File: src/rtl/mcdf_fmt_rcv_if.sv
// Formatter-to-receiver handshake plus the buffered output stream of mcdf_fmt_rcv.
// The slave modport is the receiver's view; the master modport is the formatter/sink side.
interface mcdf_fmt_rcv_if;
    logic        fmt_req;
    logic [1:0]  fmt_chid;
    logic        fmt_grant;
    logic        fmt_start;
    logic [31:0] fmt_data;
    logic        fmt_end;
    logic        out_valid;
    logic        out_ready;
    logic [31:0] out_data;
    logic        out_sop;
    logic        out_eop;
    logic [1:0]  out_chid;

    modport master (
        output fmt_req, fmt_chid, fmt_start, fmt_data, fmt_end, out_ready,
        input  fmt_grant, out_valid, out_data, out_sop, out_eop, out_chid
    );

    modport slave (
        input  fmt_req, fmt_chid, fmt_start, fmt_data, fmt_end, out_ready,
        output fmt_grant, out_valid, out_data, out_sop, out_eop, out_chid
    );
endinterface

File: src/rtl/mcdf_fmt_rcv.sv
// Packet receiver: grants the formatter only when a whole max-length packet fits,
// stores tagged words in a first-word-fall-through buffer and flags protocol errors.
module mcdf_fmt_rcv #(
    parameter int DEPTH   = 64,
    parameter int MAX_LEN = 32,
    parameter int CNT_W   = 16
) (
    input  logic             clk_i,
    input  logic             rst_n,
    mcdf_fmt_rcv_if.slave    bus,
    input  logic             err_clr,
    output logic [CNT_W-1:0] pkt_cnt,
    output logic             err_nostart,
    output logic             err_len
);
    localparam int AW = $clog2(DEPTH);
    localparam int LW = $clog2(MAX_LEN + 1);
    // A grant needs DEPTH - count >= MAX_LEN, i.e. count <= DEPTH - MAX_LEN.
    localparam logic [AW:0]   CNT_LIMIT = (AW + 1)'(DEPTH - MAX_LEN);
    localparam logic [LW-1:0] LAST_IDX  = LW'(MAX_LEN - 1);

    typedef enum logic [1:0] {
        IDLE,
        GRANT,
        RECV
    } state_t;

    state_t          state_q, state_d;
    logic [1:0]      chid_q;
    logic [LW-1:0]   wcnt_q;
    logic [35:0]     mem [DEPTH];
    logic [AW-1:0]   wr_ptr_q, rd_ptr_q;
    logic [AW:0]     count_q;
    logic            push, pop;
    logic            push_sop, push_eop;
    logic            set_nostart, set_len, pkt_done;
    logic [35:0]     rd_word;

    always_comb begin
        state_d       = state_q;
        push          = 1'b0;
        push_sop      = 1'b0;
        push_eop      = 1'b0;
        set_nostart   = 1'b0;
        set_len       = 1'b0;
        pkt_done      = 1'b0;
        bus.fmt_grant = 1'b0;
        case (state_q)
            IDLE: begin
                if (bus.fmt_req && (count_q <= CNT_LIMIT)) state_d = GRANT;
            end
            GRANT: begin
                bus.fmt_grant = 1'b1;
                state_d       = RECV;
            end
            RECV: begin
                if ((wcnt_q == '0) && !bus.fmt_start) begin
                    set_nostart = 1'b1;
                    state_d     = IDLE;
                end else begin
                    // After the first word, words arrive gap-free; a stray start is just data.
                    push     = 1'b1;
                    push_sop = (wcnt_q == '0);
                    push_eop = bus.fmt_end || (wcnt_q == LAST_IDX);
                    set_len  = (wcnt_q == LAST_IDX) && !bus.fmt_end;
                    pkt_done = push_eop;
                    if (push_eop) state_d = IDLE;
                end
            end
            default: state_d = IDLE;
        endcase
    end

    assign pop = bus.out_valid && bus.out_ready;

    always_ff @(posedge clk_i) begin
        if (!rst_n) begin
            state_q     <= IDLE;
            chid_q      <= '0;
            wcnt_q      <= '0;
            wr_ptr_q    <= '0;
            rd_ptr_q    <= '0;
            count_q     <= '0;
            pkt_cnt     <= '0;
            err_nostart <= 1'b0;
            err_len     <= 1'b0;
        end else begin
            state_q <= state_d;
            if ((state_q == IDLE) && (state_d == GRANT)) chid_q <= bus.fmt_chid;
            if (state_q == GRANT)  wcnt_q <= '0;
            else if (push)         wcnt_q <= wcnt_q + 1'b1;
            if (push) wr_ptr_q <= wr_ptr_q + 1'b1;
            if (pop)  rd_ptr_q <= rd_ptr_q + 1'b1;
            case ({push, pop})
                2'b10:   count_q <= count_q + 1'b1;
                2'b01:   count_q <= count_q - 1'b1;
                default: count_q <= count_q;
            endcase
            if (pkt_done) pkt_cnt <= pkt_cnt + 1'b1;
            // Set beats clear when both happen in the same cycle.
            if (set_nostart)  err_nostart <= 1'b1;
            else if (err_clr) err_nostart <= 1'b0;
            if (set_len)      err_len <= 1'b1;
            else if (err_clr) err_len <= 1'b0;
        end
    end

    // Storage is data only; emptiness is tracked by the reset control above.
    always_ff @(posedge clk_i) begin
        if (push) mem[wr_ptr_q] <= {chid_q, push_sop, push_eop, bus.fmt_data};
    end

    assign rd_word = mem[rd_ptr_q];

    // Outputs are forced to zero while empty so stale or uninitialised entries never show.
    always_comb begin
        bus.out_valid = (count_q != '0);
        bus.out_chid  = 2'b00;
        bus.out_sop   = 1'b0;
        bus.out_eop   = 1'b0;
        bus.out_data  = 32'h0;
        if (bus.out_valid) begin
            {bus.out_chid, bus.out_sop, bus.out_eop, bus.out_data} = rd_word;
        end
    end
endmodule

File: src/flat_wrapper.sv
// flat-port wrapper written by rule: the top's interface ports become plain ports
module mcdf_fmt_rcv_flat 
#(
    parameter int DEPTH   = 64,
    parameter int MAX_LEN = 32,
    parameter int CNT_W   = 16
)
  (clk_i, rst_n, err_clr, pkt_cnt, err_nostart, err_len, bus_fmt_req, bus_fmt_chid, bus_fmt_start, bus_fmt_data, bus_fmt_end, bus_out_ready, bus_fmt_grant, bus_out_valid, bus_out_data, bus_out_sop, bus_out_eop, bus_out_chid);
  mcdf_fmt_rcv_if bus_i ();
  input  logic clk_i;
  input  logic rst_n;
  input  logic err_clr;
  output logic [CNT_W-1:0] pkt_cnt;
  output logic err_nostart;
  output logic err_len;
  input wire logic [$bits(bus_i.fmt_req)-1:0] bus_fmt_req;
  input wire logic [$bits(bus_i.fmt_chid)-1:0] bus_fmt_chid;
  input wire logic [$bits(bus_i.fmt_start)-1:0] bus_fmt_start;
  input wire logic [$bits(bus_i.fmt_data)-1:0] bus_fmt_data;
  input wire logic [$bits(bus_i.fmt_end)-1:0] bus_fmt_end;
  input wire logic [$bits(bus_i.out_ready)-1:0] bus_out_ready;
  output wire logic [$bits(bus_i.fmt_grant)-1:0] bus_fmt_grant;
  output wire logic [$bits(bus_i.out_valid)-1:0] bus_out_valid;
  output wire logic [$bits(bus_i.out_data)-1:0] bus_out_data;
  output wire logic [$bits(bus_i.out_sop)-1:0] bus_out_sop;
  output wire logic [$bits(bus_i.out_eop)-1:0] bus_out_eop;
  output wire logic [$bits(bus_i.out_chid)-1:0] bus_out_chid;
  assign bus_i.fmt_req = bus_fmt_req;
  assign bus_i.fmt_chid = bus_fmt_chid;
  assign bus_i.fmt_start = bus_fmt_start;
  assign bus_i.fmt_data = bus_fmt_data;
  assign bus_i.fmt_end = bus_fmt_end;
  assign bus_i.out_ready = bus_out_ready;
  assign bus_fmt_grant = bus_i.fmt_grant;
  assign bus_out_valid = bus_i.out_valid;
  assign bus_out_data = bus_i.out_data;
  assign bus_out_sop = bus_i.out_sop;
  assign bus_out_eop = bus_i.out_eop;
  assign bus_out_chid = bus_i.out_chid;
  mcdf_fmt_rcv #(.DEPTH(DEPTH), .MAX_LEN(MAX_LEN), .CNT_W(CNT_W)) u_core (.clk_i(clk_i), .rst_n(rst_n), .bus(bus_i), .err_clr(err_clr), .pkt_cnt(pkt_cnt), .err_nostart(err_nostart), .err_len(err_len));
endmodule
File: config.mk
export PLATFORM = sky130hd
export DESIGN_NAME = mcdf_fmt_rcv_flat
export DESIGN_NICKNAME = d
export VERILOG_FILES = /design/src/rtl/mcdf_fmt_rcv_if.sv /design/src/rtl/mcdf_fmt_rcv.sv /design/src/flat_wrapper.sv
export SDC_FILE = /design/constraint.sdc
export NUM_CORES = 2
export LEC_CHECK = 0
export CAP_MARGIN = 10
export CORE_ASPECT_RATIO = 1.1
export CORE_MARGIN = 2
export CORE_UTILIZATION = 62
export DETAILED_ROUTE_END_ITERATION = 10
export PLACE_DENSITY = 0.81
export SYNTH_ARGS = -nofsm -noshare
export SYNTH_HDL_FRONTEND = slang
export SYNTH_SLANG_ARGS = --single-unit
export TNS_END_PERCENT = 5
File: constraint.sdc
create_clock -name clk_i -period 4.8 [get_ports clk_i]
set_clock_uncertainty 0.1 [all_clocks]
set_input_delay 1.44 -clock clk_i [delete_from_list [all_inputs] [get_ports clk_i]]
set_output_delay 1.44 -clock clk_i [all_outputs]
set_load 0.02 [all_outputs]
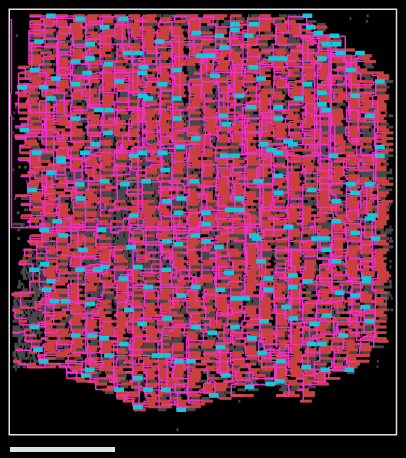
*Clock wires, drivers and flops*
Scale bar: 100 um.
[cells driving clock nets] cyan | count: 218
[flip-flops] red | count: 2,357
[clock wires] magenta | length: 27.5 mm
routed clock nets: 219
flops lie: widely spread

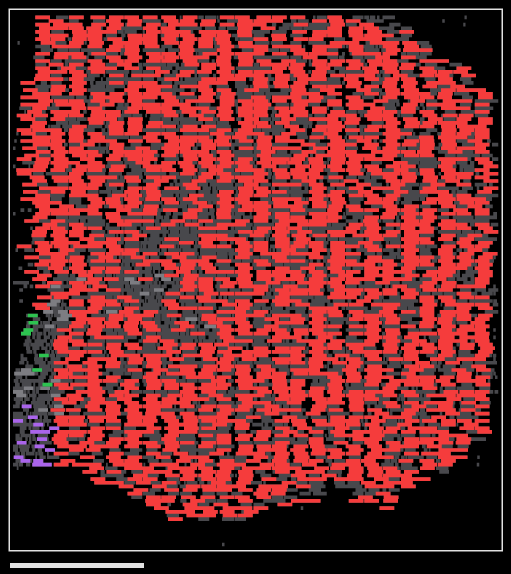
*Where the registers sit*
Scale bar: 100 um. Other sequential cells in the stronger gray, the rest of the logic in the fainter gray.
[`u_core.pkt_cnt`] purple | placed flops: 16 | where: south-west
[`u_core.mem`] red | placed flops: 2,304 | where: widely spread
[`u_core.count_q`] green | placed flops: 7 | where: west
not colored: 30

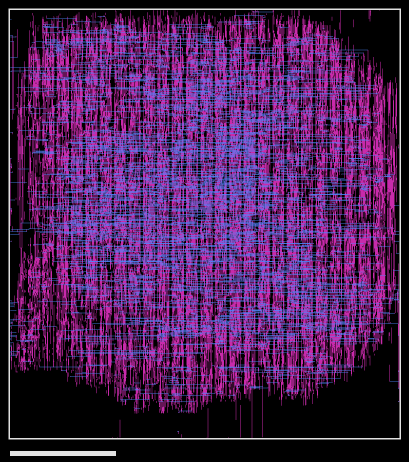
*Signal wires by layer*
Scale bar: 100 um. Only two layers are drawn.
[met3] blue | wire length: 48.8 mm
[met2] magenta | wire length: 138 mm
Wirelength per Cell: 44.35 um
drt total wl: 302,600 um

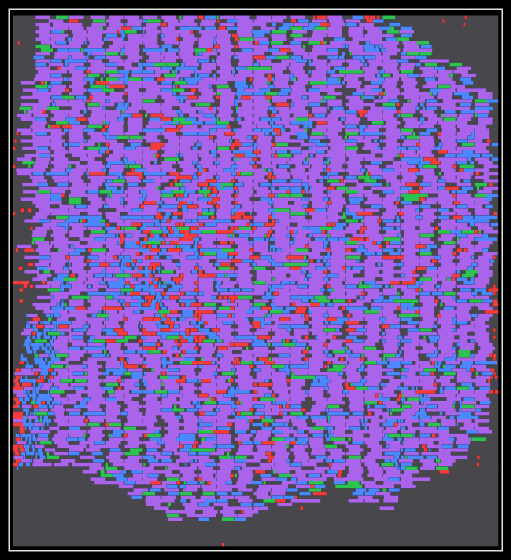
*Cell classes on the final placement*
Fill, decap, tap and diode cells in gray.
[clock drivers and dummy loads] green | cells: 409
[other buffers and delay cells] red | cells: 579
[all other logic] blue | cells: 1,547
[flip-flops] purple | cells: 2,357
flop share of the area: 0.6609
FP Rows: 146

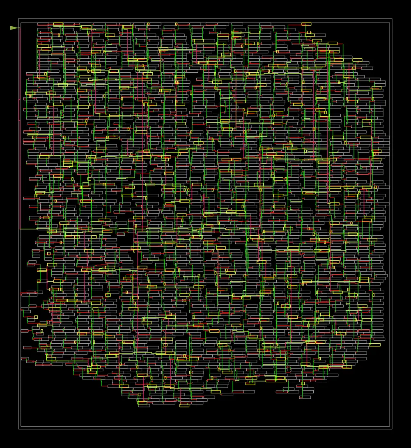
*The clock network*
Seq cells: 2,357
TritonCTS Buffers: 218

-- what timing repair did --
item / CTS / global route
setup buffers: 58 / 7
pin swaps: 50 / 15
gates resized: 261 / 43
cloned: 15 / 1
endpoints found under the setup margin: 36 / 36
-- kinds of logic after synthesis --
| logic type | share of synthesized area |
|---|---|
| buf+inv | 0.01279 |
| xor+xnor | 0.002816 |
| fa+ha+maj | 0.001110 |
| compound gates | 0.03137 |
| simple gates | 0.02392 |
| mux | 0.1490 |
| flops | 0.7789 |
-- worst register-to-register path: cells and delay by family (launching register included) --
family                     cells  cell delay, ns
buffers and inverters          2            0.37
xor gates and xnor gates       1            0.22
AOI/OAI and AO/OA              2            0.52
muxes                          1            0.26
adders and majority gates      2            0.69
and+or+nand+nor                3            1.11
DFF                            1            0.31
-- power by group --
group	switching (mW)	leakage, nW	internal, mW
logic	5.51	8.61	4.42
clock network	8.03	3.48	9.84
registers	0.0768	21.2	22.7
total	13.6	33.3	36.9
-- state kept, by name (all words and copies together) (netlist names), 2 cells and up, named ones only --
| signal | flops |
|---|---|
| u_core.wcnt_q | 6 |
| u_core.pkt_cnt | 16 |
| u_core.rd_ptr_q | 6 |
| u_core.state_q | 2 |
| u_core.chid_q | 2 |
| u_core.wr_ptr_q | 6 |
| u_core.mem | 2304 |
| u_core.count_q | 7 |
-- worst min path at each step --
stage / end / slack [ns] / depth (start not counted)
after floorplan: u_core.wcnt_q[1]$_SDFFE_PP0P_ / 0.37 / 2
after global placement: u_core.err_len$_SDFFE_PN0P_ / 0.34 / 2
after detailed placement: u_core.err_len$_SDFFE_PN0P_ / 0.35 / 2
after CTS: u_core.err_len$_SDFFE_PN0P_ / 0.37 / 2
after global routing: u_core.err_len$_SDFFE_PN0P_ / 0.40 / 2
final: u_core.err_len$_SDFFE_PN0P_ / 0.37 / 2
==> results.json <==
{
  "yosysWarnings": 0,
  "rr_endpoint": "u_core.count_q[4]$_SDFFE_PN0P_",
  "powerDensity_mw_per_mm2": 475.4,
  "syn_area_mm2": 0.09018,
  "finalSetupViolations": 36,
  "max_freq_ghz": 0.1859,
  "drtIter0Drc": 11122,
  "wl_met3_um": 48840,
  "syn_nets": 4177,
  "maxCapViolCount": 0,
  "antenna_cells": 8,
  "synth_cell_types": 69,
  "fin_crit_sh": 1.121,
  "cts_tree": "done",
  "p_leak_nw": 33.28,
  "fin_ws_ns": -0.5791,
  "final_cells": 6824,
  "post_dp_cell_area_mm2": 0.09666,
  "worst_skew_pair.late_latency_ns": 0.88,
  "place_ws_ns": -0.3262,
  "place_congestion": 0.8710,
  "cpMostUsedCell": "buf_12",
  "violations": "setup timing",
  "grt_busiest_layer": "met2",
  "synth.avg_cell_area_um2": 21.85,
  "largest_area_cell": "edfxtp_1",
  "hold_ws_ns": 0.3671,
  "ys_cells": 4128,
  "tapcell.inserted": 1924,
  "peakVddDrop_mv": 0.3866,
  "comb_area_share": 0.1892,
  "lay_top_count": "edfxtp_1",
  "final_cell_mix": "edfxtp_1 (2,304), mux4_2 (550), buf_4 (348), clkbuf_16 (222), a22oi_1 (108)",
  "setup_tns_ns": -12.61,
  "clk_share": 0.06722,
  "status": "finished with violations",
  "clkbuf_count": 274,
  "cp_top_family": "AND-OR/OR-AND gates",
  "die_area_mm2": 0.1485,
  "grt_usage": 0.4108,
  "routed.top_layer": "met5",
  "first_global_vias": 53036,
  "grt-ovfl-total": 0,
  "ys_async_sr_fraction": 0,
  "drc_errors": 0,
  "nFillCells": 7166,
  "seqCellArea_mm2": 0.07027,
  "yosys-top-cells-count": "edfxtp_1 (2,304), mux4_2 (550), nor2_1 (154)",
  "yosysTopAreaCellShare": 0.7672,
  "cp_num_buf_inv": 5,
  "ios": 97,
  "post-synth-top-count-cell": "edfxtp_1",
  "tightest_slew_ns": 1.310,
  "drv_slew": 0,
  "dp_hpwl_um": 150000,
  "min_from": "u_core.err_len$_SDFFE_PN0P_"
}
Power is estimated from default activity; no workload was simulated.
